==> config.mk <==
export PLATFORM = sky130hd
export DESIGN_NAME = dmem_arbiter
export DESIGN_NICKNAME = d
export VERILOG_FILES = /design/src/rtl/dmem_arbiter.sv
export SDC_FILE = /design/constraint.sdc
export NUM_CORES = 1
export LEC_CHECK = 0
export ABC_AREA = 1
export CAP_MARGIN = 20
export CORE_ASPECT_RATIO = 0.8
export CORE_MARGIN = 1
export CORE_UTILIZATION = 39
export CTS_CLUSTER_DIAMETER = 40
export DETAILED_ROUTE_END_ITERATION = 10
export PLACE_DENSITY = 0.84
export RECOVER_POWER = 50
export SLEW_MARGIN = 20
export SYNTH_ARGS = -nofsm -noshare
export SYNTH_HDL_FRONTEND = slang
export SYNTH_SLANG_ARGS = --single-unit
==> constraint.sdc <==
create_clock -name CLK -period 2.36 [get_ports CLK]
set_clock_uncertainty 0.15 [all_clocks]
set_input_delay 0.472 -clock CLK [delete_from_list [all_inputs] [get_ports CLK]]
set_output_delay 0.472 -clock CLK [all_outputs]
set_load 0.1 [all_outputs]
==> src/rtl/dmem_arbiter.sv <==
// dmem_arbiter: shares one single-port data RAM between the CPU data port and
// an auxiliary master (loader/DMA/debug). The CPU has fixed priority, a
// starvation timer forces an aux grant, and an aux lock holds the RAM for
// bursts. Read data is registered and returned one cycle after the grant.
// Optional feature macro: ARB_STATS_EN adds per-port stall counters.
//
// state      | meaning
// -----------+-----------------------------------------------------------
// IDLE       | no grant last cycle
// CPU_OWN    | CPU was granted last cycle
// AUX_OWN    | aux was granted last cycle without lock
// AUX_LOCKED | aux holds the RAM; the CPU is blocked until the lock drops
module dmem_arbiter #(
    parameter int AW       = 10,
    parameter int DW       = 32,
    parameter int MAX_WAIT = 4
) (
    input  logic          CLK,
    input  logic          RSTn,
    input  logic          cpu_req,
    input  logic          cpu_we,
    input  logic [AW-1:0] cpu_addr,
    input  logic [DW-1:0] cpu_wdata,
    output logic          cpu_gnt,
    output logic          cpu_rvalid,
    output logic [DW-1:0] cpu_rdata,
    input  logic          aux_req,
    input  logic          aux_we,
    input  logic [AW-1:0] aux_addr,
    input  logic [DW-1:0] aux_wdata,
    input  logic          aux_lock,
    output logic          aux_gnt,
    output logic          aux_rvalid,
    output logic [DW-1:0] aux_rdata,
`ifdef ARB_STATS_EN
    output logic [15:0]   cpu_stall_cnt,
    output logic [15:0]   aux_stall_cnt,
`endif
    output logic          MemWrite,
    output logic          MemRead,
    output logic [AW-1:0] address,
    output logic [DW-1:0] write_data,
    input  logic [DW-1:0] read_data
);

    typedef enum logic [1:0] {IDLE, CPU_OWN, AUX_OWN, AUX_LOCKED} state_t;

    localparam logic [7:0] MAX_WAIT_C = 8'(MAX_WAIT);

    state_t        state_q, state_d;
    logic [7:0]    wait_cnt_q, wait_cnt_d;
    logic          cpu_rvalid_q, cpu_rvalid_d;
    logic          aux_rvalid_q, aux_rvalid_d;
    logic [DW-1:0] cpu_rdata_q, cpu_rdata_d;
    logic [DW-1:0] aux_rdata_q, aux_rdata_d;
    logic          cpu_win, aux_win;

    // Grant decision; nothing is granted while reset is asserted.
    always_comb begin
        cpu_win = 1'b0;
        aux_win = 1'b0;
        if (!RSTn) begin
            cpu_win = 1'b0;
        end else if (state_q == AUX_LOCKED) begin
            aux_win = aux_req;
        end else if (aux_req && (wait_cnt_q == MAX_WAIT_C)) begin
            aux_win = 1'b1;
        end else if (cpu_req) begin
            cpu_win = 1'b1;
        end else if (aux_req) begin
            aux_win = 1'b1;
        end
    end

    assign cpu_gnt = cpu_win;
    assign aux_gnt = aux_win;

    // RAM drive from the winning port; all zero when idle.
    always_comb begin
        MemWrite   = 1'b0;
        MemRead    = 1'b0;
        address    = '0;
        write_data = '0;
        if (cpu_win) begin
            MemWrite   = cpu_we;
            MemRead    = ~cpu_we;
            address    = cpu_addr;
            write_data = cpu_wdata;
        end else if (aux_win) begin
            MemWrite   = aux_we;
            MemRead    = ~aux_we;
            address    = aux_addr;
            write_data = aux_wdata;
        end
    end

    // Next state, starvation timer and read-return capture.
    always_comb begin
        state_d      = state_q;
        wait_cnt_d   = 8'd0;
        cpu_rvalid_d = cpu_win & ~cpu_we;
        aux_rvalid_d = aux_win & ~aux_we;
        cpu_rdata_d  = (cpu_win && !cpu_we) ? read_data : cpu_rdata_q;
        aux_rdata_d  = (aux_win && !aux_we) ? read_data : aux_rdata_q;

        if (aux_req && !aux_win) begin
            wait_cnt_d = (wait_cnt_q >= MAX_WAIT_C) ? MAX_WAIT_C : wait_cnt_q + 8'd1;
        end

        if (aux_win) begin
            state_d = aux_lock ? AUX_LOCKED : AUX_OWN;
        end else if (cpu_win) begin
            state_d = CPU_OWN;
        end else if ((state_q == AUX_LOCKED) && aux_lock) begin
            state_d = AUX_LOCKED;
        end else begin
            state_d = IDLE;
        end
    end

    // State and registered outputs.
    always_ff @(posedge CLK) begin
        if (!RSTn) begin
            state_q      <= IDLE;
            wait_cnt_q   <= 8'd0;
            cpu_rvalid_q <= 1'b0;
            aux_rvalid_q <= 1'b0;
            cpu_rdata_q  <= '0;
            aux_rdata_q  <= '0;
        end else begin
            state_q      <= state_d;
            wait_cnt_q   <= wait_cnt_d;
            cpu_rvalid_q <= cpu_rvalid_d;
            aux_rvalid_q <= aux_rvalid_d;
            cpu_rdata_q  <= cpu_rdata_d;
            aux_rdata_q  <= aux_rdata_d;
        end
    end

    assign cpu_rvalid = cpu_rvalid_q;
    assign aux_rvalid = aux_rvalid_q;
    assign cpu_rdata  = cpu_rdata_q;
    assign aux_rdata  = aux_rdata_q;

`ifdef ARB_STATS_EN
    logic [15:0] cpu_stall_q, cpu_stall_d;
    logic [15:0] aux_stall_q, aux_stall_d;

    // Saturating stall counters: cycles spent requesting without a grant.
    always_comb begin
        cpu_stall_d = cpu_stall_q;
        aux_stall_d = aux_stall_q;
        if (cpu_req && !cpu_win && (cpu_stall_q != 16'hFFFF)) begin
            cpu_stall_d = cpu_stall_q + 16'd1;
        end
        if (aux_req && !aux_win && (aux_stall_q != 16'hFFFF)) begin
            aux_stall_d = aux_stall_q + 16'd1;
        end
    end

    // Stall counter registers.
    always_ff @(posedge CLK) begin
        if (!RSTn) begin
            cpu_stall_q <= 16'd0;
            aux_stall_q <= 16'd0;
        end else begin
            cpu_stall_q <= cpu_stall_d;
            aux_stall_q <= aux_stall_d;
        end
    end

    assign cpu_stall_cnt = cpu_stall_q;
    assign aux_stall_cnt = aux_stall_q;
`endif

endmodule

==> job_summary.md <==
## Implementation flow summary

| Metric | Value |
|---|---|
| #FFs+latches synth | `76` |
| Unique cell types | `21` |
| CP cell instances | `inv_2 > ha_4 > nand3_4 > o21ai_4 > nand2_2 > inv_4 > buf_12 > clkbuf_16 > nand2_4 > nand2_4 > buf_12` |
| Synth warn | `0` |
| Logic Gate Count | `420` |
| Worst EP arrival | `1.95 ns` |
| Worst setup EP type | `primary output` |
| Post-DRT Antenna Nets | `0` |
| Syn Inst Count | `705` |
| Num rows | `33` |
| CP max-delay cell | `dfxtp_2` |
| ClkCell Share | `0.0348` |
| CP peak stage delay | `0.32 ns` |
| Invs w/o clock | `174` |
| VDD IR max | `0.483 mV` |
| GP Congestion | `0.868` |
| Sequential power share | `0.291` |
| Top_reg_cell synth | `dfxtp_1` |
| Clk pwr share | `0.304` |
| PnR worst setup slack | `-0.212 ns` |
| CTS H-tree depth | `3` |
| Finished Layout Cells | `1105` |
| Combinational power share | `0.405` |
| P&R area growth vs syn | `111%` |
| Clock Path Buffers | `2` |
| F_max | `389 MHz` |
| P_sw | `1.83 mW` |
| CTS buffer count | `9` |
| Clock-pin slew on the worst setup and hold paths | `0.06 ns` |
| Pre-CTS setup slack | `-0.267 ns` |
| Critical Path RT | `1.74 ns` |
| Status | `finished, violations left` |
| Critical path type | `flip-flop to primary output` |
| Largest net degree at the start of global routing | `47` |
| Total power | `4.74 mW` |
| GR Overflow Total | `0` |
| Largest delay share family, worst path | `buffers and inverters` |
| M2 GR Usage | `0.597` |
| Placed Area | `7360 sq um` |
| Metal-1 WL | `7860 um` |
| Num ports | `235` |
| First-pass GRT wire length | `29600 um` |
| Post-synth top area cell | `dfxtp_1` |
| Die Y | `94.1 um` |
| Core area | `10300 sq um` |
| Tcrit/Tclk final | `1.09` |
| Cell Area, Synth | `4130 sq um` |
| RSZ-0062 raised after global routing | `yes` |
| Post-synth tally of flip-flops with integrated enable | `0` |
| Logic share of the area | `0.316` |
| Final instance area | `8730 sq um` |
| IO buf count | `234` |
| Placed wire-length estimate | `11200 um` |
| Sequential cell count | `76` |
| Chip area | `11000 sq um` |
| Max FO, Critical Path | `5` |
| Crit path launch type | `flip-flop` |
| Register share after synthesis | `0.368` |
| Met1 GRT Util | `0.408` |
| Footprint of the multi-input gates | `2760 sq um` |
| Top cells by count | `nand2_1, inv_1, dfxtp_1` |
| Top-count cell post-synth | `nand2_1` |
| Top pwr grp | `combinational cells` |
| Hold WS | `0.303 ns` |
| Top cells by area, synth | `dfxtp_1, nand2_1, inv_1, nand4_1, nor2_1` |
| Root buffer cell | `clkbuf_16` |
| Signal buf overhead | `0.378` |
| Log Warnings | `30` |
| Layout net count | `1084` |
| Leading cell kind | `non-clock buffers` |
| Initial Util | `0.402` |
| Pint | `2.91 mW` |
| Worst Path Buf+Inv | `5` |
| Comb pwr | `1.92 mW` |
| Max-area cell share | `0.368` |
| Clk. pwr | `1.44 mW` |
| Met3 WL post-DR | `2970 um` |
| Clk sinks | `76` |
| Hold Path Class | `primary input to flip-flop` |
| Non-clk bufs | `278` |
| Final setup fails | `46` |
| Avg Vias per Cell | `5.24` |
| Clk_buf instances | `9` |
| Initial antenna violation count | `3` |
| Post-CTS Hold Buffers | `0` |
| Vias in the first global route | `5349` |
| Routed length on met2 | `10300 um` |
| Initial DRC count | `465` |
| Static leakage | `4.34 nW` |
| Top Layer Used | `met5` |
| Tmin final | `2.57 ns` |
| Hold Path Origin | `RSTn` |
| Sw Share | `0.385` |
| # Taps | `140` |
| Sum Neg Setup Slack | `-7.82 ns` |
| Mapped Avg Cell Area | `5.86 sq um` |
| Filler instances | `501` |
| Failing checks | `setup timing` |
| Antenna Cells | `3` |
| Summed standard-cell area reported by yosys | `4130 sq um` |
| Slew Viols, Final | `0` |
| DRC viols | `0` |
| Asr flop ratio synth | `0` |
| TritonCTS clock tree | `built` |
| Max Cap Viol | `0` |
## flip-flops by register name, summed over array words and instances, names as in the netlist
| register | count |
|---|---|
| state_q | 2 |
| aux_rdata | 32 |
| cpu_rvalid | 1 |
| cpu_rdata | 32 |
| aux_rvalid | 1 |
| wait_cnt_q | 8 |
## kinds of logic (layout without fill, tap and decap cells)
| kind of cell | after synthesis | after routing | share of synthesized area |
|---|---|---|---|
| flip-flops | 76 | 76 | 0.368 |
| AND/OR/NAND/NOR | 410 | 410 | 0.420 |
| AND-OR/OR-AND | 3 | 3 | 0.00636 |
| other | 1 | 8 | 0.000908 |
| adder cells (fa/ha/maj) | 2 | 2 | 0.00606 |
| buffers and inverters | 213 | 466 | 0.198 |
## worst paths after layout
check | depth (start not counted) | endpoint | slack, ns
setup / recovery | 11 | write_data[27] | -0.21
hold / removal | 3 | state_q[1]$_SDFF_PN0_ | 0.30
setup reg to reg | 12 | cpu_rdata[23]$_SDFFE_PN0P_ | 0.11
hold reg to reg | 2 | wait_cnt_q[0]$_SDFF_PP0_ | 0.36
## repair_timing
| item | in CTS | in global routing |
|---|---|---|
| pin swaps | 11 | 6 |
| cloned | 8 | 3 |
| resized | 132 | 39 |
| buffers inserted | 10 | 4 |
| endpoints found under the setup margin | 46 | 46 |
## placed cells by master, fill, tap and decap left out, types with 3 or more instances in the layout
cell type / n
buf_12: 54
nand2_8: 21
nand4_1: 65
nor2_1: 69
nand2_1: 149
nand2_2: 32
diode_2: 3
buf_16: 9
nand2_4: 63
clkinv_2: 3
inv_1: 165
inv_2: 4
clkdlybuf4s50_1: 119
clkbuf_16: 12
dfxtp_1: 74
buf_4: 88
conb_1: 5
### Signal wires on met1

Drawn at 4 px/um. Supply wires on this layer in grey. Cells faint in the background.
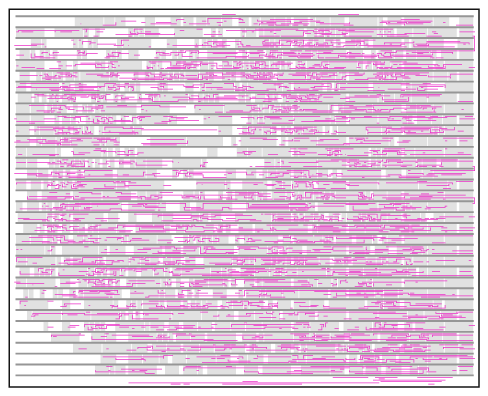
main direction = horizontal
share of all routed wire = 34%

### Track usage over the die

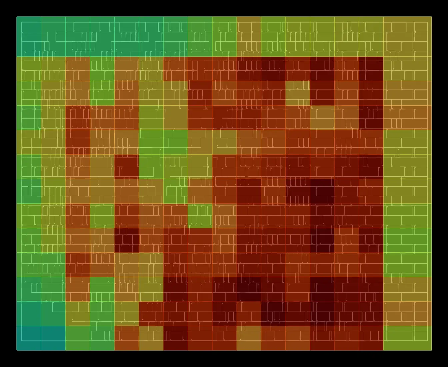
met3 usage: 0.108
wire length per cell: 20.8 um
Post-Route Utilization: 0.849
GR peak layer: met2
GRT Total Usage: 0.362

### Met4 routing

Drawn at 4 px/um. Supply wires on this layer in grey.
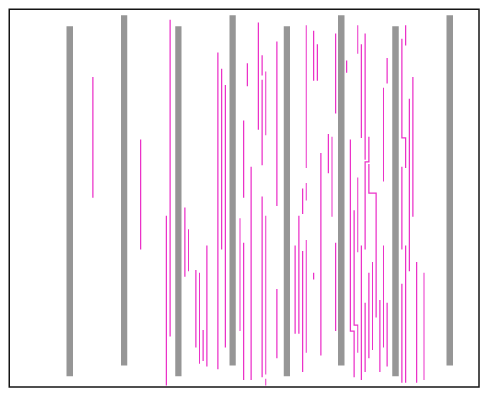
wire length on this layer = 1800 um
share of all routed wire = 7.9%
via count: 5791
Routed Wire Length: 22900 um

### Where the registers sit

Drawn at 4 px/um. Other sequential cells in the stronger grey, the rest of the logic in the fainter grey.
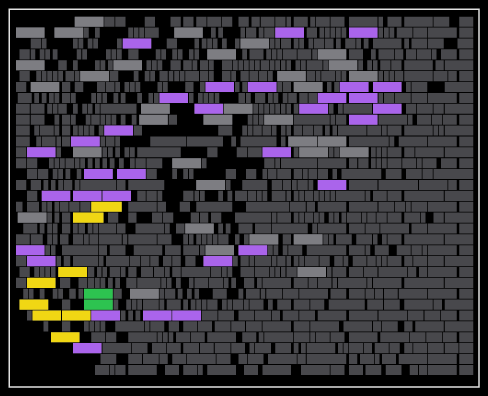
yellow -> wait_cnt_q  # sequential cells 8, where lower left
purple -> cpu_rdata  # sequential cells 32
green -> state_q  # sequential cells 2
Seq area share: 0.175
flip-flop and latch area: 1520 sq um
Seq group: 1.38 mW

### Routed metal, one colour a layer

Drawn at 4 px/um. Two of the layers only.
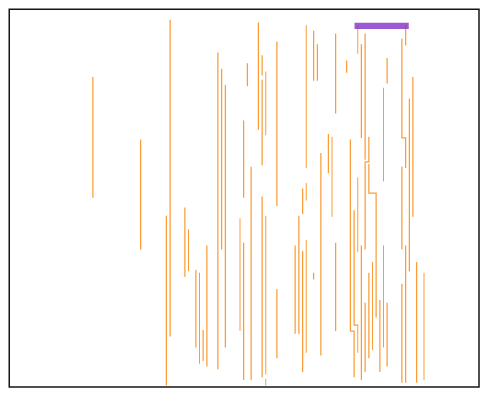
orange -> met4  # wire length 1800 um
purple -> met5  # wire length 12.0 um

Power figures rest on the tool's default switching activity, not on a simulated workload.
